$ cat src/rtl/lsu_stage_pkg.sv
// Shared constants for the load/store stage: data width, FSM encodings,
// RV64I load/store funct3 codes and the byte-lane size mask helper.
package lsu_stage_pkg;

    localparam int unsigned XLEN = 64;

    // FSM state encodings
    localparam logic [1:0] StIdle = 2'd0;
    localparam logic [1:0] StReq  = 2'd1;
    localparam logic [1:0] StResp = 2'd2;
    localparam logic [1:0] StDone = 2'd3;

    // Load funct3 codes
    localparam logic [2:0] LsuLb  = 3'b000;
    localparam logic [2:0] LsuLh  = 3'b001;
    localparam logic [2:0] LsuLw  = 3'b010;
    localparam logic [2:0] LsuLd  = 3'b011;
    localparam logic [2:0] LsuLbu = 3'b100;
    localparam logic [2:0] LsuLhu = 3'b101;
    localparam logic [2:0] LsuLwu = 3'b110;

    // Store funct3 codes
    localparam logic [2:0] LsuSb  = 3'b000;
    localparam logic [2:0] LsuSh  = 3'b001;
    localparam logic [2:0] LsuSw  = 3'b010;
    localparam logic [2:0] LsuSd  = 3'b011;

    // Byte-lane mask for an access of 1, 2, 4 or 8 bytes (funct3[1:0])
    function automatic logic [7:0] size_mask(input logic [1:0] sz);
        logic [7:0] m;
        case (sz)
            2'b00:   m = 8'h01;
            2'b01:   m = 8'h03;
            2'b10:   m = 8'h0F;
            default: m = 8'hFF;
        endcase
        return m;
    endfunction

endpackage

$ cat src/rtl/lsu_stage_if.sv
// Bundle of the stage's execute-side, memory-side and writeback-side handshakes.
interface lsu_stage_if;
    import lsu_stage_pkg::*;

    logic            in_valid;
    logic            in_ready;
    logic            is_load;
    logic            is_store;
    logic [2:0]      funct3;
    logic [XLEN-1:0] addr;
    logic [XLEN-1:0] store_data;

    logic            mem_req;
    logic            mem_we;
    logic [XLEN-1:0] mem_addr;
    logic [XLEN-1:0] mem_wdata;
    logic [7:0]      mem_wstrb;
    logic            mem_gnt;
    logic            mem_rvalid;
    logic [XLEN-1:0] mem_rdata;

    logic            out_valid;
    logic            out_ready;
    logic [XLEN-1:0] out_data;
    logic            out_fault;

    // The stage itself
    modport slave (
        input  in_valid, is_load, is_store, funct3, addr, store_data,
        output in_ready,
        output mem_req, mem_we, mem_addr, mem_wdata, mem_wstrb,
        input  mem_gnt, mem_rvalid, mem_rdata,
        output out_valid, out_data, out_fault,
        input  out_ready
    );

    // The surrounding pipeline and memory
    modport master (
        output in_valid, is_load, is_store, funct3, addr, store_data,
        input  in_ready,
        input  mem_req, mem_we, mem_addr, mem_wdata, mem_wstrb,
        output mem_gnt, mem_rvalid, mem_rdata,
        input  out_valid, out_data, out_fault,
        output out_ready
    );

endinterface

$ cat src/rtl/lsu_align.sv
// Combinational lane logic: store data/strobe alignment, load extraction with
// sign/zero extension, and misalignment / illegal-funct3 fault detection.
module lsu_align
    import lsu_stage_pkg::*;
(
    input  logic            is_load_i,
    input  logic            is_store_i,
    input  logic [2:0]      funct3_i,
    input  logic [2:0]      off_i,
    input  logic [XLEN-1:0] store_data_i,
    input  logic [XLEN-1:0] rdata_i,
    output logic [XLEN-1:0] wdata_o,
    output logic [7:0]      wstrb_o,
    output logic [XLEN-1:0] ldata_o,
    output logic            fault_o
);

    logic            misalign;
    logic            illegal;
    logic [XLEN-1:0] shifted;

    // Fault detection and store lane placement
    always_comb begin
        case (funct3_i[1:0])
            2'b00:   misalign = 1'b0;
            2'b01:   misalign = off_i[0];
            2'b10:   misalign = |off_i[1:0];
            default: misalign = |off_i;
        endcase
        illegal = (is_load_i && funct3_i == 3'b111) || (is_store_i && funct3_i[2]);
        fault_o = (is_load_i || is_store_i) && (misalign || illegal);
        wdata_o = store_data_i << {off_i, 3'b000};
        wstrb_o = size_mask(funct3_i[1:0]) << off_i;
    end

    // Load extraction: move the addressed byte to lane 0, then extend
    always_comb begin
        shifted = rdata_i >> {off_i, 3'b000};
        case (funct3_i)
            LsuLb:   ldata_o = {{56{shifted[7]}}, shifted[7:0]};
            LsuLh:   ldata_o = {{48{shifted[15]}}, shifted[15:0]};
            LsuLw:   ldata_o = {{32{shifted[31]}}, shifted[31:0]};
            LsuLbu:  ldata_o = {56'd0, shifted[7:0]};
            LsuLhu:  ldata_o = {48'd0, shifted[15:0]};
            LsuLwu:  ldata_o = {32'd0, shifted[31:0]};
            default: ldata_o = shifted;
        endcase
    end

endmodule

$ cat src/rtl/lsu_stage.sv
// Single-outstanding load/store stage: accepts one op, issues at most one
// memory request, waits for grant (and read data for loads), then holds the
// result until the writeback side takes it.
module lsu_stage
    import lsu_stage_pkg::*;
(
    input logic         clk,
    input logic         rst_n,
    lsu_stage_if.slave  bus
);

    logic [1:0]      state_q, state_d;
    logic [2:0]      funct3_q, funct3_d;
    logic [2:0]      off_q, off_d;
    logic            is_load_q, is_load_d;
    logic [XLEN-1:0] mem_addr_q, mem_addr_d;
    logic            mem_we_q, mem_we_d;
    logic [XLEN-1:0] mem_wdata_q, mem_wdata_d;
    logic [7:0]      mem_wstrb_q, mem_wstrb_d;
    logic [XLEN-1:0] out_data_q, out_data_d;
    logic            out_fault_q, out_fault_d;

    logic            idle;
    logic [XLEN-1:0] al_wdata;
    logic [7:0]      al_wstrb;
    logic [XLEN-1:0] al_ldata;
    logic            al_fault;

    assign idle = (state_q == StIdle);

    // One aligner serves both phases: in IDLE it sees the incoming op (store
    // lanes, fault), afterwards the captured op (load extraction in RESP).
    lsu_align u_align (
        .is_load_i    (idle ? bus.is_load : is_load_q),
        .is_store_i   (idle ? bus.is_store : 1'b0),
        .funct3_i     (idle ? bus.funct3 : funct3_q),
        .off_i        (idle ? bus.addr[2:0] : off_q),
        .store_data_i (bus.store_data),
        .rdata_i      (bus.mem_rdata),
        .wdata_o      (al_wdata),
        .wstrb_o      (al_wstrb),
        .ldata_o      (al_ldata),
        .fault_o      (al_fault)
    );

    // Next-state and capture logic
    always_comb begin
        state_d     = state_q;
        funct3_d    = funct3_q;
        off_d       = off_q;
        is_load_d   = is_load_q;
        mem_addr_d  = mem_addr_q;
        mem_we_d    = mem_we_q;
        mem_wdata_d = mem_wdata_q;
        mem_wstrb_d = mem_wstrb_q;
        out_data_d  = out_data_q;
        out_fault_d = out_fault_q;
        case (state_q)
            StIdle: begin
                if (bus.in_valid) begin
                    funct3_d    = bus.funct3;
                    off_d       = bus.addr[2:0];
                    is_load_d   = bus.is_load;
                    out_data_d  = '0;
                    out_fault_d = 1'b0;
                    if (!(bus.is_load || bus.is_store)) begin
                        out_data_d = bus.addr;
                        state_d    = StDone;
                    end else if (al_fault) begin
                        out_fault_d = 1'b1;
                        state_d     = StDone;
                    end else begin
                        mem_addr_d  = {bus.addr[XLEN-1:3], 3'b000};
                        mem_we_d    = !bus.is_load;
                        mem_wdata_d = bus.is_load ? '0 : al_wdata;
                        mem_wstrb_d = bus.is_load ? 8'h00 : al_wstrb;
                        state_d     = StReq;
                    end
                end
            end
            StReq: begin
                if (bus.mem_gnt) begin
                    state_d = is_load_q ? StResp : StDone;
                end
            end
            StResp: begin
                if (bus.mem_rvalid) begin
                    out_data_d = al_ldata;
                    state_d    = StDone;
                end
            end
            default: begin
                if (bus.out_ready) begin
                    state_d = StIdle;
                end
            end
        endcase
    end

    // State and datapath registers; reset abandons any op in flight
    always_ff @(posedge clk or negedge rst_n) begin
        if (!rst_n) begin
            state_q     <= StIdle;
            funct3_q    <= '0;
            off_q       <= '0;
            is_load_q   <= 1'b0;
            mem_addr_q  <= '0;
            mem_we_q    <= 1'b0;
            mem_wdata_q <= '0;
            mem_wstrb_q <= '0;
            out_data_q  <= '0;
            out_fault_q <= 1'b0;
        end else begin
            state_q     <= state_d;
            funct3_q    <= funct3_d;
            off_q       <= off_d;
            is_load_q   <= is_load_d;
            mem_addr_q  <= mem_addr_d;
            mem_we_q    <= mem_we_d;
            mem_wdata_q <= mem_wdata_d;
            mem_wstrb_q <= mem_wstrb_d;
            out_data_q  <= out_data_d;
            out_fault_q <= out_fault_d;
        end
    end

    assign bus.in_ready  = idle;
    assign bus.mem_req   = (state_q == StReq);
    assign bus.mem_addr  = mem_addr_q;
    assign bus.mem_we    = mem_we_q;
    assign bus.mem_wdata = mem_wdata_q;
    assign bus.mem_wstrb = mem_wstrb_q;
    assign bus.out_valid = (state_q == StDone);
    assign bus.out_data  = out_data_q;
    assign bus.out_fault = out_fault_q;

endmodule

$ cat src/flat_wrapper.sv
// flat-port wrapper written by rule: the top's interface ports become plain ports
module lsu_stage_flat import lsu_stage_pkg::*;
  (clk, rst_n, bus_in_valid, bus_is_load, bus_is_store, bus_funct3, bus_addr, bus_store_data, bus_in_ready, bus_mem_req, bus_mem_we, bus_mem_addr, bus_mem_wdata, bus_mem_wstrb, bus_mem_gnt, bus_mem_rvalid, bus_mem_rdata, bus_out_valid, bus_out_data, bus_out_fault, bus_out_ready);
  lsu_stage_if bus_i ();
  input logic clk;
  input logic rst_n;
  input wire logic [$bits(bus_i.in_valid)-1:0] bus_in_valid;
  input wire logic [$bits(bus_i.is_load)-1:0] bus_is_load;
  input wire logic [$bits(bus_i.is_store)-1:0] bus_is_store;
  input wire logic [$bits(bus_i.funct3)-1:0] bus_funct3;
  input wire logic [$bits(bus_i.addr)-1:0] bus_addr;
  input wire logic [$bits(bus_i.store_data)-1:0] bus_store_data;
  output wire logic [$bits(bus_i.in_ready)-1:0] bus_in_ready;
  output wire logic [$bits(bus_i.mem_req)-1:0] bus_mem_req;
  output wire logic [$bits(bus_i.mem_we)-1:0] bus_mem_we;
  output wire logic [$bits(bus_i.mem_addr)-1:0] bus_mem_addr;
  output wire logic [$bits(bus_i.mem_wdata)-1:0] bus_mem_wdata;
  output wire logic [$bits(bus_i.mem_wstrb)-1:0] bus_mem_wstrb;
  input wire logic [$bits(bus_i.mem_gnt)-1:0] bus_mem_gnt;
  input wire logic [$bits(bus_i.mem_rvalid)-1:0] bus_mem_rvalid;
  input wire logic [$bits(bus_i.mem_rdata)-1:0] bus_mem_rdata;
  output wire logic [$bits(bus_i.out_valid)-1:0] bus_out_valid;
  output wire logic [$bits(bus_i.out_data)-1:0] bus_out_data;
  output wire logic [$bits(bus_i.out_fault)-1:0] bus_out_fault;
  input wire logic [$bits(bus_i.out_ready)-1:0] bus_out_ready;
  assign bus_i.in_valid = bus_in_valid;
  assign bus_i.is_load = bus_is_load;
  assign bus_i.is_store = bus_is_store;
  assign bus_i.funct3 = bus_funct3;
  assign bus_i.addr = bus_addr;
  assign bus_i.store_data = bus_store_data;
  assign bus_in_ready = bus_i.in_ready;
  assign bus_mem_req = bus_i.mem_req;
  assign bus_mem_we = bus_i.mem_we;
  assign bus_mem_addr = bus_i.mem_addr;
  assign bus_mem_wdata = bus_i.mem_wdata;
  assign bus_mem_wstrb = bus_i.mem_wstrb;
  assign bus_i.mem_gnt = bus_mem_gnt;
  assign bus_i.mem_rvalid = bus_mem_rvalid;
  assign bus_i.mem_rdata = bus_mem_rdata;
  assign bus_out_valid = bus_i.out_valid;
  assign bus_out_data = bus_i.out_data;
  assign bus_out_fault = bus_i.out_fault;
  assign bus_i.out_ready = bus_out_ready;
  lsu_stage u_core (.clk(clk), .rst_n(rst_n), .bus(bus_i));
endmodule
$ cat config.mk
export PLATFORM = sky130hd
export DESIGN_NAME = lsu_stage_flat
export DESIGN_NICKNAME = d
export VERILOG_FILES = /design/src/rtl/lsu_stage_pkg.sv /design/src/rtl/lsu_stage_if.sv /design/src/rtl/lsu_align.sv /design/src/rtl/lsu_stage.sv /design/src/flat_wrapper.sv
export SDC_FILE = /design/constraint.sdc
export NUM_CORES = 1
export LEC_CHECK = 0
export CORE_UTILIZATION = 47
export CTS_CLUSTER_DIAMETER = 40
export DETAILED_ROUTE_END_ITERATION = 16
export PLACE_DENSITY = 0.82
export SLEW_MARGIN = 20
export SYNTH_ARGS = -nofsm -noshare
export SYNTH_HDL_FRONTEND = slang
export SYNTH_SLANG_ARGS = --single-unit
$ cat constraint.sdc
create_clock -name clk -period 3.9 [get_ports clk]
set_input_delay 0.78 -clock clk [delete_from_list [all_inputs] [get_ports clk]]
set_output_delay 0.78 -clock clk [all_outputs]
set_load 0.05 [all_outputs]
### M1 wires

Scale bar: 50 um. Supply wires on this layer in grey.
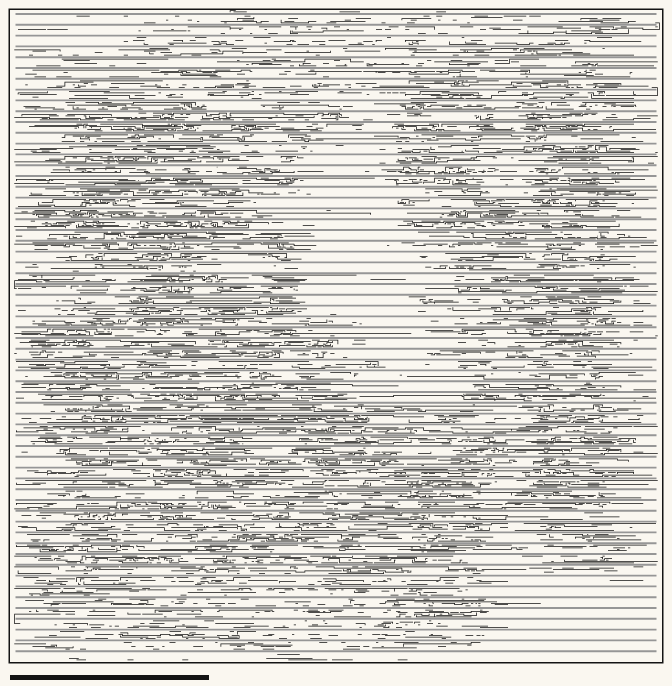
The longest straight run is 46.0 um. The layer carries 17400 um of wire.

### M2 wires

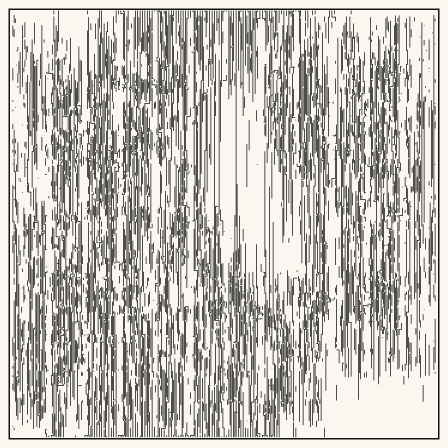
The layer holds 49% of the routed length. The layer carries 24.2 mm of wire. 1635 nets have wire on it. The longest straight run is 85.7 um.

==> flow_metrics.rpt <==
FLOW METRICS REPORT
----------------------------------------------------
[Logic synthesis]
  Biggest area contributors in the synthesized netlist ........................ sky130_fd_sc_hd__dfrtp_1 42%, sky130_fd_sc_hd__mux2i_1 9.6%, sky130_fd_sc_hd__mux2_2 7.2%
  Cell area after synthesis ........................ 12400 um2
  Share of flip-flops with an asynchronous set or reset ........................ 100%
  Most frequent cell after synthesis ........................ sky130_fd_sc_hd__dfrtp_1
  Number of instances in the synthesized netlist ........................ 1221
  Count of instantiated cells in the yosys netlist ........................ 1221
  Most frequent cells after synthesis ........................ 208 x sky130_fd_sc_hd__dfrtp_1, 173 x sky130_fd_sc_hd__nand2_1, 118 x sky130_fd_sc_hd__mux2i_1
  Share of the synthesized area in the top cell type ........................ 42.1%
  Post-synth seq share ........................ 42.1%
  Count of state elements after synthesis ........................ 208
  Yosys warns ........................ 0
  Post-synth tally of flip-flops with integrated enable ........................ 0
  Dominant synthesized flop cell ........................ sky130_fd_sc_hd__dfrtp_1

[Layout]
  Number of inserted diodes ........................ 0
  Fillers ........................ 1911
  Most frequent cells in the layout ........................ 403 x sky130_fd_sc_hd__clkdlybuf4s50_1, 208 x sky130_fd_sc_hd__dfrtp_1, 173 x sky130_fd_sc_hd__nand2_1, 116 x sky130_fd_sc_hd__mux2i_1, 96 x sky130_fd_sc_hd__nor2_1
  Area growth, synth to finish ........................ 44.4%
  Layout cell share with drive strength beyond 1 ........................ 15.5%
  Post-route cell area ........................ 17900 um2
  NumNets Final ........................ 1800
  Logic area ........................ 6620 um2

[CTS]
  Post-cts sizing count ........................ 0
  Clock Pin Slew Worst Setup and Hold Paths ........................ 0.05 ns
  CTS tree ........................ built
  Maximum count of clock buffers along a single path ........................ 3
  CTS Buf Count ........................ 36
  Clk Tree Root Cell ........................ sky130_fd_sc_hd__clkbuf_16
  Hold bufs inserted after CTS ........................ 0
  Total number of H-tree levels ........................ 2

[GRT]
  Met2 Resource Use GR ........................ 61.9%
  Global-route usage over all layers ........................ 36.0%
  Largest net degree at the start of global routing ........................ 108
  Via count of the first global-routing pass ........................ 12400

[Drt]
  Vias per cell ........................ 6.25
  Mean routed wirelength per cell ........................ 25.1 um
  Length of routed met3 wiring ........................ 4640 um
  Max layer used ........................ met4
  Met1 wire length ........................ 17400 um
  Total via count in the routed design ........................ 12200
  First drt pass iteration count ........................ 5
  Number of remaining DRC errors ........................ 0

[Setup path]
  Arrival time worst endpoint ........................ 3.89 ns
  Startpoint kind of the worst setup timing path ........................ register
  Cell at the slowest stage of the critical path ........................ sky130_fd_sc_hd__ha_1
  Critical-path maximum fanout ........................ 13
  Highest cell delay on the worst timing path ........................ 0.53 ns
  Crit Path Category ........................ reg -> reg
  Worst Path Buf+Inv ........................ 2

[Final timing]
  Worst slew margin relative to its limit ........................ 28.5%
  Final total negative setup slack ........................ 0 ns
  Post-route minimum period ........................ 3.48 ns
  Crit share post-route ........................ 89.2%
  Worst setup skew after layout ........................ 0.0233 ns

[Die]
  CORE AREA ........................ 25900 um2
  Die outline width ........................ 164 um
  Total I/O pin count ........................ 408
  Number of rows created at floorplan ........................ 59
  Die ar. ........................ 27000 um2

[Job]
  Total tool warning count ........................ 31

[Power and ir drop]
  Total power consumption of the routed design ........................ 0.0198 W
  Leakage ........................ 7.46 nW
  Worst vdd ir ........................ 0.789 mV

[Hold path]
  Path type of the worst min-delay path ........................ in -> async

[Run status]
  Result of the run ........................ finished clean

[Placed design]
  Number of I/O port buffers ........................ 404
  DP Wirelength ........................ 35700 um

----------------------------------------------------
-- registers in the layout, indices dropped and copies added (netlist names) --
name and cells:
u_core.bus.mem_wdata 64, u_core.bus.out_data 64, u_core.bus.mem_addr 61, u_core.bus.mem_wstrb 8, u_core.funct3_q 3, u_core.off_q 3
u_core.state_q 2, u_core.bus.mem_we 1, u_core.bus.out_fault 1, u_core.is_load_q 1
-- metrics by stage --
stage / setup slack, ns / instances
finish: 0.420 / 1951
global route: 0.161 / 1951
CTS: 0.438 / 1951
detailed placement: 0.381 / 1890
global placement: 0.464 / 1890
floorplan: 0.771 / 1223
-- worst paths after layout --
path	start	endpoint	depth (start not counted)	slack [ns]
min reg2reg	u_core.bus.mem_wstrb[0]	u_core.bus.mem_wstrb[0]	1	0.47
max	u_core.state_q[0]	u_core.bus.mem_wdata[13]	9	0.42
max reg2reg	u_core.state_q[0]	u_core.bus.mem_wdata[13]	9	0.42
max in group asynchronous	rst_n	u_core.bus.mem_wstrb[5]	2	2.59
min	rst_n	u_core.bus.mem_wdata[26]	1	0.27
min in group clk	u_core.bus.mem_wstrb[0]	u_core.bus.mem_wstrb[0]	1	0.47
-- power by group --
| group | internal [W] | switching, W |
|---|---|---|
| combinational | 0.00464 | 0.00827 |
| clock | 0.00202 | 0.00113 |
| sequential | 0.00313 | 0.000594 |
-- cell families after synthesis --
family | share of synthesized area (%)
AOI/OAI and AO/OA | 21.1
adders and majority gates | 0.405
buffers and inverters | 5.05
DFF | 42.1
muxes | 21.4
other | 0.0303
and+or+nand+nor | 9.95
-- final cells by class --
cell class	count	area share, %
Clock buffer	42	5.35
Clock inverter	19	1.30
Inverter	7	0.147
Multi-Input combinational cell	899	37.1
Sequential cell	208	29.1
Tap cell	335	2.35
Timing Repair Buffer	441	24.6
No activity file was given, so power comes from the tool's default toggle rates.
